==> src/rtl/mem_bus_bridge.sv <==
// Load/store bridge from the MEM stage to a handshaked, variable-latency data bus.
// Holds the pipeline until one bus transaction completes and formats load data.
module mem_bus_bridge #(
  parameter int unsigned TIMEOUT = 255
) (
  input  logic        clk,
  input  logic        rst,
  input  logic        cpu_req_valid,
  input  logic        cpu_req_write,
  input  logic [31:0] cpu_req_addr,
  input  logic [31:0] cpu_req_wdata,
  input  logic [2:0]  cpu_req_funct3,
  output logic        cpu_stall,
  output logic [31:0] cpu_rdata,
  output logic        cpu_done,
  output logic        cpu_fault,
  output logic        bus_req_valid,
  input  logic        bus_req_ready,
  output logic        bus_we,
  output logic [31:0] bus_addr,
  output logic [31:0] bus_wdata,
  output logic [3:0]  bus_wstrb,
  input  logic        bus_rsp_valid,
  input  logic [31:0] bus_rsp_rdata,
  input  logic        bus_rsp_err
);

  typedef enum logic [1:0] {IDLE, REQ, WAIT, DONE} state_t;

  localparam int CW = (TIMEOUT < 2) ? 1 : $clog2(TIMEOUT + 1);
  localparam logic [CW:0] LIMIT = (CW + 1)'(TIMEOUT);
  localparam logic [CW:0] ONE   = (CW + 1)'(1);

  state_t        state;
  logic [CW-1:0] wait_cnt;
  logic [1:0]    off_q;
  logic [2:0]    funct3_q;
  logic          fault_q;

  logic          legal;
  logic          misaligned;
  logic          idle_fault;
  logic          req_ok;
  logic [3:0]    strb;
  logic [31:0]   lane_data;

  // Decode the held request: legality, alignment, and write lane placement.
  always_comb begin
    legal      = 1'b0;
    misaligned = 1'b0;
    strb       = 4'b0000;
    lane_data  = cpu_req_wdata;
    case (cpu_req_funct3)
      3'b000, 3'b001, 3'b010: legal = 1'b1;
      3'b100, 3'b101:         legal = ~cpu_req_write;
      default:                legal = 1'b0;
    endcase
    case (cpu_req_funct3[1:0])
      2'b00: begin
        strb      = 4'b0001 << cpu_req_addr[1:0];
        lane_data = {4{cpu_req_wdata[7:0]}};
      end
      2'b01: begin
        misaligned = cpu_req_addr[0];
        strb       = cpu_req_addr[1] ? 4'b1100 : 4'b0011;
        lane_data  = {2{cpu_req_wdata[15:0]}};
      end
      default: begin
        misaligned = |cpu_req_addr[1:0];
        strb       = 4'b1111;
      end
    endcase
    if (!cpu_req_write) strb = 4'b0000;
  end

  assign idle_fault = (state == IDLE) && cpu_req_valid && (!legal || misaligned);
  assign req_ok     = cpu_req_valid && legal && !misaligned;

  assign cpu_stall = cpu_req_valid && (state != DONE) && !idle_fault;
  assign cpu_done  = (state == DONE) || idle_fault;
  assign cpu_fault = fault_q || idle_fault;

  function automatic logic [31:0] format_load(input logic [31:0] word,
                                              input logic [1:0]  off,
                                              input logic [2:0]  f3);
    logic [31:0] shifted;
    shifted = word >> {off, 3'b000};
    case (f3)
      3'b000:  return {{24{shifted[7]}}, shifted[7:0]};
      3'b001:  return {{16{shifted[15]}}, shifted[15:0]};
      3'b100:  return {24'd0, shifted[7:0]};
      3'b101:  return {16'd0, shifted[15:0]};
      default: return shifted;
    endcase
  endfunction

  // Transaction FSM; rdata and fault are only nonzero during the DONE cycle.
  always_ff @(posedge clk or posedge rst) begin
    if (rst) begin
      state         <= IDLE;
      wait_cnt      <= '0;
      off_q         <= 2'b00;
      funct3_q      <= 3'b000;
      fault_q       <= 1'b0;
      cpu_rdata     <= 32'd0;
      bus_req_valid <= 1'b0;
      bus_we        <= 1'b0;
      bus_addr      <= 32'd0;
      bus_wdata     <= 32'd0;
      bus_wstrb     <= 4'b0000;
    end else begin
      case (state)
        IDLE: begin
          if (req_ok) begin
            bus_req_valid <= 1'b1;
            bus_we        <= cpu_req_write;
            bus_addr      <= {cpu_req_addr[31:2], 2'b00};
            bus_wdata     <= lane_data;
            bus_wstrb     <= strb;
            off_q         <= cpu_req_addr[1:0];
            funct3_q      <= cpu_req_funct3;
            state         <= REQ;
          end
        end
        REQ: begin
          if (bus_req_ready) begin
            bus_req_valid <= 1'b0;
            wait_cnt      <= '0;
            state         <= WAIT;
          end
        end
        WAIT: begin
          if (bus_rsp_valid) begin
            fault_q   <= bus_rsp_err;
            cpu_rdata <= (bus_rsp_err || bus_we) ? 32'd0
                                                 : format_load(bus_rsp_rdata, off_q, funct3_q);
            state     <= DONE;
          end else if ((TIMEOUT != 0) && (({1'b0, wait_cnt} + ONE) == LIMIT)) begin
            fault_q   <= 1'b1;
            cpu_rdata <= 32'd0;
            state     <= DONE;
          end else begin
            wait_cnt <= wait_cnt + CW'(1);
          end
        end
        default: begin
          fault_q   <= 1'b0;
          cpu_rdata <= 32'd0;
          state     <= IDLE;
        end
      endcase
    end
  end

endmodule

==> config.mk <==
export PLATFORM = sky130hd
export DESIGN_NAME = mem_bus_bridge
export DESIGN_NICKNAME = d
export VERILOG_FILES = /design/src/rtl/mem_bus_bridge.sv
export SDC_FILE = /design/constraint.sdc
export NUM_CORES = 1
export LEC_CHECK = 0
export ABC_AREA = 1
export CAP_MARGIN = 10
export CELL_PAD_IN_SITES_DETAIL_PLACEMENT = 1
export CELL_PAD_IN_SITES_GLOBAL_PLACEMENT = 2
export CORE_MARGIN = 4
export CORE_UTILIZATION = 25
export CTS_CLUSTER_SIZE = 30
export DETAILED_ROUTE_END_ITERATION = 6
export GPL_ROUTABILITY_DRIVEN = 0
export PLACE_DENSITY = 0.9
export SLEW_MARGIN = 25
export SYNTH_ARGS = -nofsm -noshare
export SYNTH_HDL_FRONTEND = slang
export SYNTH_SLANG_ARGS = --single-unit
==> constraint.sdc <==
create_clock -name clk -period 6.3 [get_ports clk]
set_input_delay 1.575 -clock clk [delete_from_list [all_inputs] [get_ports clk]]
set_output_delay 1.575 -clock clk [all_outputs]
set_load 0.005 [all_outputs]
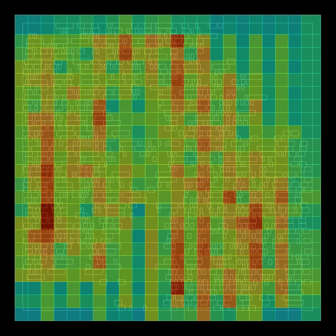
(images/final_congestion.png)
post-layout util: 37.5%
GR Layer Usage met2: 27.3%
met1 Use GR: 20.5%
Total GRT Usage: 16.5%
WL/cell: 16.5 um

==> flow_metrics.tcl <==
# place-and-route summary
set metrics [dict create \
    synth_area_sq_mm 0.00593 \
    ys_seq_share_pct 48.9 \
    dieArea_sq_mm 0.0263 \
    powerComb_mw 1.60 \
    ios 211 \
    pre_cts_ws_ps 914 \
    hold_class "reg -> reg" \
    synthAoiAreaFrac_pct 10.1 \
    p_sw_share_pct 39.0 \
    grt_use_met3_pct 6.32 \
    fmax_mhz 186 \
    area_dominant_class "flip-flops and latches" \
    clock_skew_ps 15.0 \
    crit_start "cpu_req_funct3[0]" \
    yosysCellCount 793 \
    place_area_sq_mm 0.00823 \
    numPlacedInstances 1283 \
    rows 56 \
    top_cell_area_share_pct 48.9 \
    clock_sinks 116 \
    p_per_area_mw_per_mm2 430 \
    worst_r2r_path_depth 9 \
    worst_slack_ps 930 \
    worstSetupEndpointType "output port" \
    topCellsByArea "dfrtp_1 (49%), nand2_1 (22%), nand3_1 (5.7%), a21oi_1 (4.6%), o21ai_0 (3.5%)" \
    vias 5896 \
    endpoint "cpu_stall" \
    synth.avg_cell_area_sq_um 7.48 \
    slowest_delay_ps 510 \
    min_path_cells 2 \
    drive_above_1_share_pct 5.92 \
    clock_buffers 18 \
    die_height_um 162 \
    final_antenna_net_count 0 \
    yosysWarnings 0 \
    total_power_mw 3.77 \
    power.internal_mw 2.30 \
    post-route-period-util_pct 85.2 \
    sh_seq_area_pct 33.0 \
    largest_area_cell "dfrtp_1" \
    criticalPathCategory "in -> out" \
    worstPathRequired_ps 4720 \
    cp_num_buf_inv 4 \
    rsz0062_at_grt "false" \
    crit_fanout 4 \
    r2r_start "off_q[0]" \
    dpl.hpwl_um 15900 \
    topCombFamilyByArea "simple AND/OR/NAND/NOR gates" \
    die_w_um 162 \
    nFillCells 2844 \
    seq-power_mw 1.25 \
    design_area_sq_mm 0.00879 \
    crit_top_cell "nand2_1" \
    peakVddDrop_mv 0.204 \
    simple_gate_area_share_pct 32.8 \
    first_pass_iters 4 \
    first_global_vias 6336 \
    largestRegisters "bus_wdata x32, cpu_rdata x32, bus_addr x30" \
    outcome "finished clean" \
    p_leak_nw 4.22 \
    clkCellAreaFrac_pct 6.36 \
    yosys-stat-area_sq_mm 0.00593 \
    synth_flops 116 \
    top_usage_layer "met2" \
    nonClkBufAreaFrac_pct 24.2 \
    layout.cells.most_common "nand2_1" \
    yosys.area_share.xor_xnor_pct 0.148 \
    synth_cell_types 32 \
    worstHoldStart "cpu_rdata[4]" \
    drtIter0Drc 277 \
    warnings 31 \
    power_leader "combinational cells" \
    drc 0 \
    flop-count 116 \
    async_flop_share_pct 100 \
    regArea_sq_mm 0.00290 \
    cts_tree "yes" \
    p_comb_share_pct 42.4 \
    taps 319 \
    cts_buffers 17 \
    cap_violations 0 \
    portBuffers 208 \
    timing.critical_path.cells "clkdlybuf4s50_1, inv_2, nand2_1, o31ai_2, nand2_1, nand2_1, inv_1, or2_2, nor2_1, clkdlybuf4s50_1" \
    cts_root_buf "clkbuf_16" \
    p_switching_mw 1.47 \
    power_clock_mw 0.929 \
    maxSlewHeadroom_pct 37.9 \
    post_synth_mux_area_share_pct 0 \
    holdWs_ps 476 \
    cp.depth 10 \
    logic_gates 600 \
    cts_hold_buffers 0 \
]
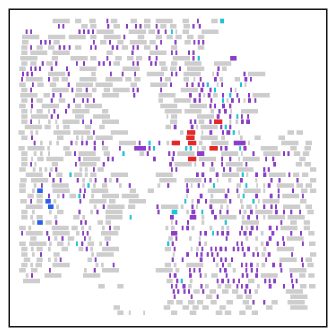
(images/gate_families.png)
| color | family | cells |
|---|---|---|
| purple | NAND gates | 423 |
| red | adder and majority cells | 7 |
| cyan | inverters | 34 |
| blue | AND-OR and OR-AND gates | 4 |

Yosys cell counts (2+ instances only):
cell type and number:
nand2_1 347, dfrtp_1 116, nand3_1 67, a21oi_1 54, nor2_1 49, o21ai_0 41
inv_1 30, buf_2 16, clkbuf_1 13, buf_4 8, a31oi_1 7, ha_1 7
buf_6 5, a22o_1 4, nand2_2 4, nor2_2 4, nand3_2 3, buf_1 2
clkinv_1 2, or2_2 2
worst reg2reg max path, cell delays in order, from the launching register on:
cell,delay [ps]
dfrtp_1,940
inv_1,700
nand2_1,210
nand3_1,140
nand3_2,260
nand3_2,120
nand2_2,250
nor2_1,80
nand3_1,80
nand2_1,80
routing by layer:
metal | part of all wire (%) | up-vias
met2 | 47 | 157
met4 | 1.3 | 0
met1 | 44 | 2803
met5 | 0 | -
li1 | - | 2917
met3 | 7.6 | 19
